### Register map, names as in the netlist

(2 px per um) Other sequential cells in the stronger grey, the rest of the logic in the fainter grey.
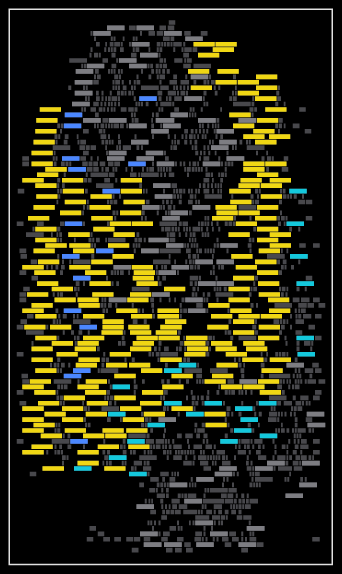
### Met1 routing

(3 px per um) Supply wires on this layer in grey. Cells faint in the background.
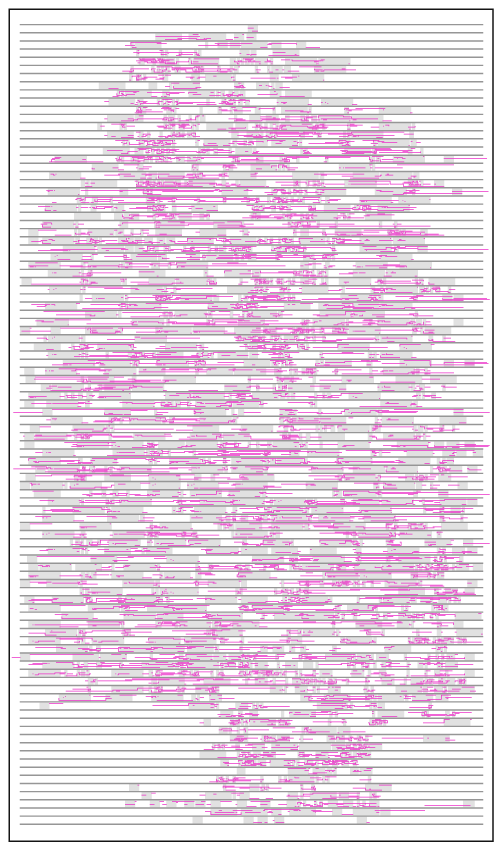
### Metal 4

(2 px per um) Supply wires on this layer in grey.
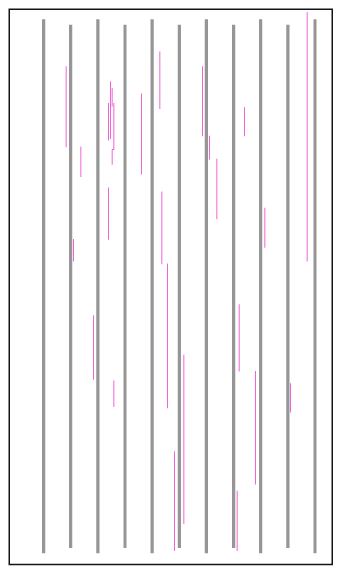
### Wiring by layer

(2 px per um) Two of the layers only.
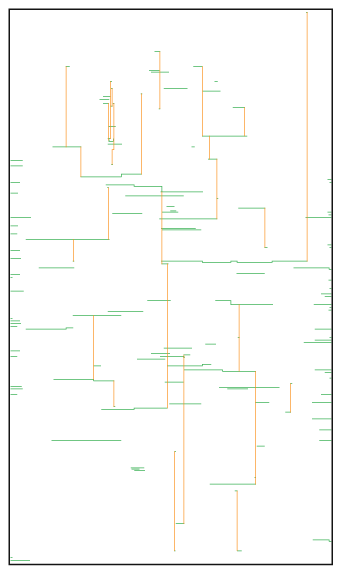
### Routing congestion

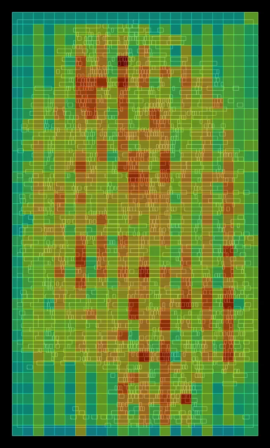
## config.mk

```make
export PLATFORM = sky130hd
export DESIGN_NAME = led_fade_sequencer_flat
export DESIGN_NICKNAME = d
export VERILOG_FILES = /design/src/rtl/led_fade_sequencer_pkg.sv /design/src/rtl/led_fade_sequencer_if.sv /design/src/rtl/led_fade_sequencer_cmd_fifo.sv /design/src/rtl/led_fade_sequencer.sv /design/src/flat_wrapper.sv
export SDC_FILE = /design/constraint.sdc
export NUM_CORES = 1
export LEC_CHECK = 0
export ABC_AREA = 1
export CAP_MARGIN = 20
export CORE_ASPECT_RATIO = 1.75
export CORE_MARGIN = 3
export CORE_UTILIZATION = 38
export CTS_BUF_LIST = sky130_fd_sc_hd__clkbuf_8 sky130_fd_sc_hd__clkbuf_16
export CTS_CLUSTER_DIAMETER = 100
export DETAILED_ROUTE_END_ITERATION = 6
export PLACE_DENSITY = 0.55
export SLEW_MARGIN = 20
export SYNTH_ARGS = -nofsm -noshare
export SYNTH_HDL_FRONTEND = slang
export SYNTH_SLANG_ARGS = --single-unit
```

## constraint.sdc

```tcl
create_clock -name clk -period 6.8 [get_ports clk]
set_input_delay 0.68 -clock clk [delete_from_list [all_inputs] [get_ports clk]]
set_output_delay 0.68 -clock clk [all_outputs]
set_load 0.01 [all_outputs]
```

## src/rtl/led_fade_sequencer_pkg.sv

```systemverilog
// Shared types and helpers for the RGB LED fade sequencer: FSM states,
// command layout and the per-channel brightness step.
package led_pkg;

  localparam int LED_DIV_W = 16;
  localparam int CMD_W     = 24 + 2 * LED_DIV_W;

  // Encoding 2'b11 is never entered; the FSM falls back to IDLE from it.
  typedef enum logic [1:0] {
    ST_IDLE = 2'b00,
    ST_FADE = 2'b01,
    ST_HOLD = 2'b10
  } state_e;

  typedef struct packed {
    logic [23:0]          rgb;
    logic [LED_DIV_W-1:0] step_div;
    logic [LED_DIV_W-1:0] hold;
  } cmd_t;

  // Moves one unsigned 8-bit channel a single count toward its target, so it never wraps.
  function automatic logic [7:0] step_toward(input logic [7:0] cur, input logic [7:0] tgt);
    if (cur < tgt)      return cur + 8'd1;
    else if (cur > tgt) return cur - 8'd1;
    else                return cur;
  endfunction

endpackage

```

## src/rtl/led_fade_sequencer_if.sv

```systemverilog
// Command port of the fade sequencer: the host is the master, the sequencer the slave.
// Handshake: a command transfers on any clock edge where cmd_valid && cmd_ready; the master
// holds cmd_valid and the payload stable until that edge, and ready may drop at any time.
interface led_fade_sequencer_if #(
  parameter int DIV_W = 16
) ();

  logic             cmd_valid;
  logic             cmd_ready;
  logic [23:0]      cmd_rgb;
  logic [DIV_W-1:0] cmd_step_div;
  logic [DIV_W-1:0] cmd_hold;

  modport master (
    output cmd_valid, cmd_rgb, cmd_step_div, cmd_hold,
    input  cmd_ready
  );

  modport slave (
    input  cmd_valid, cmd_rgb, cmd_step_div, cmd_hold,
    output cmd_ready
  );

endinterface

```

## src/rtl/led_fade_sequencer_cmd_fifo.sv

```systemverilog
// Synchronous command FIFO with a flush input; head shows the oldest entry
// whenever the FIFO is not empty.
module cmd_fifo #(
  parameter int DEPTH = 4,
  parameter int WIDTH = 56
) (
  input  logic             clk,
  input  logic             rst_n,
  input  logic             flush,
  input  logic             push,
  input  logic             pop,
  input  logic [WIDTH-1:0] wdata,
  output logic [WIDTH-1:0] head,
  output logic             full,
  output logic             empty
);

  localparam int AW = $clog2(DEPTH);

  logic [WIDTH-1:0] mem_q [DEPTH];
  logic [AW:0]      wr_ptr_q, wr_ptr_d;
  logic [AW:0]      rd_ptr_q, rd_ptr_d;
  logic             do_push, do_pop;

  // Pointers carry one extra wrap bit so full and empty are distinguishable.
  assign empty   = (wr_ptr_q == rd_ptr_q);
  assign full    = (wr_ptr_q[AW] != rd_ptr_q[AW]) && (wr_ptr_q[AW-1:0] == rd_ptr_q[AW-1:0]);
  assign do_push = push && !full && !flush;
  assign do_pop  = pop && !empty && !flush;
  assign head    = mem_q[rd_ptr_q[AW-1:0]];

  always_comb begin
    wr_ptr_d = wr_ptr_q;
    rd_ptr_d = rd_ptr_q;
    if (flush) begin
      rd_ptr_d = wr_ptr_q;
    end else begin
      if (do_push) wr_ptr_d = wr_ptr_q + (AW+1)'(1);
      if (do_pop)  rd_ptr_d = rd_ptr_q + (AW+1)'(1);
    end
  end

  always_ff @(posedge clk or negedge rst_n) begin
    if (!rst_n) begin
      wr_ptr_q <= '0;
      rd_ptr_q <= '0;
    end else begin
      wr_ptr_q <= wr_ptr_d;
      rd_ptr_q <= rd_ptr_d;
    end
  end

  always_ff @(posedge clk) begin
    if (do_push) mem_q[wr_ptr_q[AW-1:0]] <= wdata;
  end

endmodule

```

## src/rtl/led_fade_sequencer.sv

```systemverilog
// Queues colour-fade commands and ramps three 8-bit brightness channels toward
// each target one count per step, then holds the colour before the next command.
module led_fade_sequencer
  import led_pkg::*;
#(
  parameter int FIFO_DEPTH = 4,
  parameter int DIV_W      = LED_DIV_W
) (
  input  logic                clk,
  input  logic                reset_n,
  led_fade_sequencer_if.slave cmd,
  input  logic                abort,
  output logic [7:0]          bright_r,
  output logic [7:0]          bright_g,
  output logic [7:0]          bright_b,
  output logic                busy,
  output logic                done,
  output state_e              dbg_state
);

  localparam int CW = 24 + 2 * DIV_W;

  state_e           state_q, state_d;
  logic [23:0]      rgb_q, rgb_d;
  logic [23:0]      target_q, target_d;
  logic [DIV_W-1:0] div_q, div_d;
  logic [DIV_W-1:0] hold_q, hold_d;
  logic [DIV_W-1:0] tick_q, tick_d;
  logic [DIV_W-1:0] hcnt_q, hcnt_d;
  logic             ready_en_q;

  logic             fifo_full, fifo_empty, push, pop;
  logic [CW-1:0]    fifo_head, fifo_wdata;
  logic             at_target, step_now, hold_last;

  // ready_en_q keeps the port closed while in reset and opens it one edge after release.
  assign cmd.cmd_ready = ready_en_q && !fifo_full && !abort;
  assign push          = cmd.cmd_valid && cmd.cmd_ready;
  assign fifo_wdata    = {cmd.cmd_rgb, cmd.cmd_step_div, cmd.cmd_hold};

  assign at_target = (rgb_q == target_q);
  assign step_now  = (tick_q == div_q);
  assign hold_last = (hcnt_q == hold_q);

  assign bright_r  = rgb_q[23:16];
  assign bright_g  = rgb_q[15:8];
  assign bright_b  = rgb_q[7:0];
  assign dbg_state = state_q;

  cmd_fifo #(
    .DEPTH (FIFO_DEPTH),
    .WIDTH (CW)
  ) u_fifo (
    .clk   (clk),
    .rst_n (reset_n),
    .flush (abort),
    .push  (push),
    .pop   (pop),
    .wdata (fifo_wdata),
    .head  (fifo_head),
    .full  (fifo_full),
    .empty (fifo_empty)
  );

  always_ff @(posedge clk or negedge reset_n) begin
    if (!reset_n) state_q <= ST_IDLE;
    else          state_q <= state_d;
  end

  always_comb begin
    state_d = state_q;
    if (abort) begin
      state_d = ST_IDLE;
    end else begin
      case (state_q)
        ST_IDLE: if (!fifo_empty) state_d = ST_FADE;
        ST_FADE: if (at_target)   state_d = ST_HOLD;
        ST_HOLD: if (hold_last)   state_d = ST_IDLE;
        default:                  state_d = ST_IDLE;
      endcase
    end
  end

  always_comb begin
    pop  = (state_q == ST_IDLE) && !fifo_empty && !abort;
    done = (state_q == ST_HOLD) && hold_last && !abort;
    busy = (state_q != ST_IDLE) || !fifo_empty;
  end

  // Datapath: latch the command on pop, prescale fade steps, count hold clocks.
  always_comb begin
    rgb_d    = rgb_q;
    target_d = target_q;
    div_d    = div_q;
    hold_d   = hold_q;
    tick_d   = tick_q;
    hcnt_d   = hcnt_q;
    if (abort) begin
      tick_d = '0;
      hcnt_d = '0;
    end else begin
      case (state_q)
        ST_IDLE: begin
          if (pop) begin
            target_d = fifo_head[CW-1 -: 24];
            div_d    = fifo_head[2*DIV_W-1 -: DIV_W];
            hold_d   = fifo_head[DIV_W-1:0];
            tick_d   = '0;
            hcnt_d   = '0;
          end
        end
        ST_FADE: begin
          if (!at_target) begin
            if (step_now) begin
              tick_d = '0;
              rgb_d  = {step_toward(rgb_q[23:16], target_q[23:16]),
                        step_toward(rgb_q[15:8],  target_q[15:8]),
                        step_toward(rgb_q[7:0],   target_q[7:0])};
            end else begin
              tick_d = tick_q + DIV_W'(1);
            end
          end
        end
        ST_HOLD: hcnt_d = hold_last ? '0 : hcnt_q + DIV_W'(1);
        default: begin
          tick_d = '0;
          hcnt_d = '0;
        end
      endcase
    end
  end

  always_ff @(posedge clk or negedge reset_n) begin
    if (!reset_n) begin
      rgb_q      <= '0;
      target_q   <= '0;
      div_q      <= '0;
      hold_q     <= '0;
      tick_q     <= '0;
      hcnt_q     <= '0;
      ready_en_q <= 1'b0;
    end else begin
      rgb_q      <= rgb_d;
      target_q   <= target_d;
      div_q      <= div_d;
      hold_q     <= hold_d;
      tick_q     <= tick_d;
      hcnt_q     <= hcnt_d;
      ready_en_q <= 1'b1;
    end
  end

endmodule

```

## src/flat_wrapper.sv

```systemverilog
// flat-port wrapper written by rule: the top's interface ports become plain ports
module led_fade_sequencer_flat import led_pkg::*;
#(
  parameter int FIFO_DEPTH = 4,
  parameter int DIV_W      = LED_DIV_W
)
  (clk, reset_n, abort, bright_r, bright_g, bright_b, busy, done, dbg_state, cmd_cmd_valid, cmd_cmd_rgb, cmd_cmd_step_div, cmd_cmd_hold, cmd_cmd_ready);
  led_fade_sequencer_if #(.DIV_W(DIV_W)) cmd_i ();
  input  logic clk;
  input  logic reset_n;
  input  logic abort;
  output logic [7:0] bright_r;
  output logic [7:0] bright_g;
  output logic [7:0] bright_b;
  output logic busy;
  output logic done;
  output state_e dbg_state;
  input wire logic [$bits(cmd_i.cmd_valid)-1:0] cmd_cmd_valid;
  input wire logic [$bits(cmd_i.cmd_rgb)-1:0] cmd_cmd_rgb;
  input wire logic [$bits(cmd_i.cmd_step_div)-1:0] cmd_cmd_step_div;
  input wire logic [$bits(cmd_i.cmd_hold)-1:0] cmd_cmd_hold;
  output wire logic [$bits(cmd_i.cmd_ready)-1:0] cmd_cmd_ready;
  assign cmd_i.cmd_valid = cmd_cmd_valid;
  assign cmd_i.cmd_rgb = cmd_cmd_rgb;
  assign cmd_i.cmd_step_div = cmd_cmd_step_div;
  assign cmd_i.cmd_hold = cmd_cmd_hold;
  assign cmd_cmd_ready = cmd_i.cmd_ready;
  led_fade_sequencer #(.FIFO_DEPTH(FIFO_DEPTH), .DIV_W(DIV_W)) u_core (.clk(clk), .reset_n(reset_n), .cmd(cmd_i), .abort(abort), .bright_r(bright_r), .bright_g(bright_g), .bright_b(bright_b), .busy(busy), .done(done), .dbg_state(dbg_state));
endmodule
```

==> metrics.cfg <==
[setup_path]
cp-start-kind = register
cp.arrival_ns = 3.79
path_class = reg -> reg
reg2reg_slack_ns = 3.17
end_kind = register
required_ns = 6.95
cp_max_fo = 47

[timing]
fin_crit_sh_pct = 53.4
finalSetupViolCount = 0
finalHoldViolCount = 0
fmax_mhz = 275
final.setup_skew_ns = 0.0109
fin_crit_ns = 3.63
tightest_slew_ns = 0.954
max-slew-margin-rel_pct = 36.4
rsz0062_at_grt = false
hold_ws_ns = 0.207
slew_viol_final = 0
tns_ns = 0

[job]
drv_cap = 0
log.warning_count = 29

[place]
gp_congestion = 0.833
dpl-instance-area_sq_um = 17300
port-buffer-count = 88
dpl.hpwl_mm = 25.2

[cells_and_area]
area.growth.synth_to_final_pct = 15.3
drive_above_1_share_pct = 5.57
final_cell_mix = 323 x nand2_1, 259 x nor2_1, 224 x edfxtp_1
finalInstanceArea_sq_um = 18400
fin_nets = 1776
final_common_cell = nand2_1
nFillCells = 3992

[floorplanning]
die_area_sq_um = 44500
die_w_um = 161
fp_util_pct = 38.7
die_h_um = 277
core_area_sq_um = 41200
rows = 98
ios = 89

[synth]
synthArstFlopShare_pct = 35.1
synth_nets = 1702
avgSynthCellArea_sq_um = 10.0
ys_sh_xor_pct = 2.75
synth_cell_types = 40
ys_sh_aoi_pct = 8.53
ys_seq_elements = 345
ys_sh_adder_pct = 4.23
ys_sh_simple_pct = 18.1
yosys_cells = 1590
edf_count = 224
logic_family = simple AND/OR/NAND/NOR gates
syn_inst = 1590
ys_chip_area_sq_um = 15900
ys_seq_share_pct = 61.2
dominantRegCellSynth = edfxtp_1
synthMuxAreaShare_pct = 0
synth-warning-count = 0
netlist_area_sq_um = 15900

[clocking]
clk_latency_ns = 0.52
post_cts_buffers = 0
tritoncts = done
clk_pin_slew_ns = 0.06
cts_resized = 0
hold_buffers = 0
cts_max_path_buffers = 3
cts_root_buf = clkbuf_16
htree_levels = 2
clock_sinks = 345
cts_buffers = 34

[global_routing]
busiest_layer = met2
antenna_found_initial = 1
grt_max_degree = 84
use_met3_pct = 2.27
grt_pass1_vias = 11181
grt_pass1_wl_mm = 61.6
use_met1_pct = 19.6
grt_overflow = 0

[outcome]
status = completed

[route]
drtIter0Drc = 573
dr.pass1.iters = 7
avgViaCountPerCell = 4.99
drc_errors = 0
postRouteAntennaNets = 0
wl_per_cell_um = 17.5

[worst_hold_path]
hold_path.class = in -> async

[pwr]
power.leakage_nw = 7.42
power_density_nw_per_um2 = 354
vdd_ir_drop_max_mv = 0.224

## Picture notes: 'Register map, names as in the netlist'
colour	name in the netlist	flops
cyan	u_core.target_q	24
yellow	u_core.u_fifo.mem_q	224
blue	u_core.hold_q	16
Flop area: 9760 sq um
P_seq: 2.72 mW
Seq area share: 53.1%
Util after Layout: 44.6%

## Picture notes: 'Met1 routing'
nets with wire on the layer	1651
wire length on this layer	15300 um
longest straight run	49.7 um

## Picture notes: 'Metal 4'
main direction	vertical
share of all routed wire	2.3%
wire length on this layer	903 um
nets with wire on the layer	15

## Picture notes: 'Wiring by layer'
colour	layer	wire length
green	metal 3	1190 um
orange	metal 4	903 um
via count: 11.2k
Routed WL: 39.2 mm

## Picture notes: 'Routing congestion'
GRT met2 Usage: 34.3%
Overall Global Routing Usage: 17.6%

-- critical path, cell delays in order (launching register included) --
cell	delay, ns
dfrtp_4	0.69
inv_2	0.48
nand2_1	0.12
nand2_1	0.11
nor2_2	0.05
o21ai_0	0.07
nand3_1	0.09
inv_1	0.10
nand2_2	0.18
nor2_4	0.70
buf_4	0.59
-- cells by family after synthesis --
| family | Yosys count |
|---|---|
| AND-OR/OR-AND | 250 |
| XOR/XNOR | 50 |
| adder cells (fa/ha/maj) | 52 |
| buffers and inverters | 192 |
| flip-flops | 345 |
| other | 1 |
| AND/OR/NAND/NOR | 700 |
-- worst paths after layout --
check	start	endpoint	cells after the start
worst max-delay path	u_core.u_fifo.rd_ptr_q[0]	u_core.u_fifo.mem_q[3][15]	10
worst min-delay path	reset_n	u_core.rgb_q[13]	1
worst max register to register	u_core.u_fifo.rd_ptr_q[0]	u_core.u_fifo.mem_q[3][15]	10
worst min register to register	u_core.target_q[4]	u_core.target_q[4]	2
max in group asynchronous	reset_n	u_core.u_fifo.rd_ptr_q[0]	2
min in group clk	u_core.target_q[4]	u_core.target_q[4]	2
-- through the flow --
step           std cells  total power, mW  utilization, %  setup WS (ns)
2_1_floorplan       1590             4.16               -           2.71
3_3_place_gp        2178             4.70            42.0           3.03
3_5_place_dp        2178             4.75            42.0           2.96
4_1_cts             2239             6.62            44.6           3.06
5_1_grt             2240             6.96            44.6           2.80
6_report            2240             6.51            44.6           3.17
-- synth_stat cells, drive strengths merged, types with 3 or more instances --
cell,instances,area (sq um)
buf,26,194
nand2,329,1250
nor3,9,56.3
edfxtp,224,6730
fa,3,60.1
xnor2,27,236
nand3,50,260
dfrtp,121,3030
xor2,23,201
o21bai,6,45.0
o22ai,32,200
clkbuf,34,129
ha,49,613
nor2,269,1040
o21ai,158,791
nand3b,3,22.5
a21oi,21,109
a31oi,27,169
a21o,5,37.5
inv,131,492
nand4,37,231
-- state kept, by name, indices dropped and copies added (netlist names) --
register,flops
u_core.u_fifo.mem_q,224
u_core.hold_q,16
u_core.dbg_state,2
u_core.target_q,24
u_core.ready_en_q,1
u_core.div_q,16
u_core.u_fifo.rd_ptr_q,3
u_core.rgb_q,24
u_core.tick_q,16
u_core.u_fifo.wr_ptr_q,3
u_core.hcnt_q,16
-- metal layers --
| layer | vias up | routed length, um | part of all wire [%] |
|---|---|---|---|
| li1 | 5520 | - | - |
| met1 | 5415 | 15300 | 39 |
| met2 | 182 | 21800 | 56 |
| met3 | 59 | 1190 | 3.0 |
| met4 | 0 | 903 | 2.3 |
| met5 | - | 0 | 0 |
-- report_power, final --
part | internal [mW] | switching (mW)
clock network | 1.05 | 0.793
logic | 0.647 | 1.30
registers | 2.52 | 0.205
total | 4.21 | 2.30
-- cell type report --
| cell class | instances | area (sq um) | area share (%) |
|---|---|---|---|
| flip-flops and latches | 345 | 9760 | 53.1 |
| inverters | 132 | 497 | 2.70 |
| repair buffers | 98 | 957 | 5.21 |
| clock buffers | 35 | 876 | 4.77 |
| clock inverters | 26 | 201 | 1.10 |
| well taps | 550 | 688 | 3.75 |
| multi-input cells | 1053 | 5390 | 29.3 |
| diodes | 1 | 2.50 | 0.0136 |
Power is estimated from default activity; no workload was simulated.
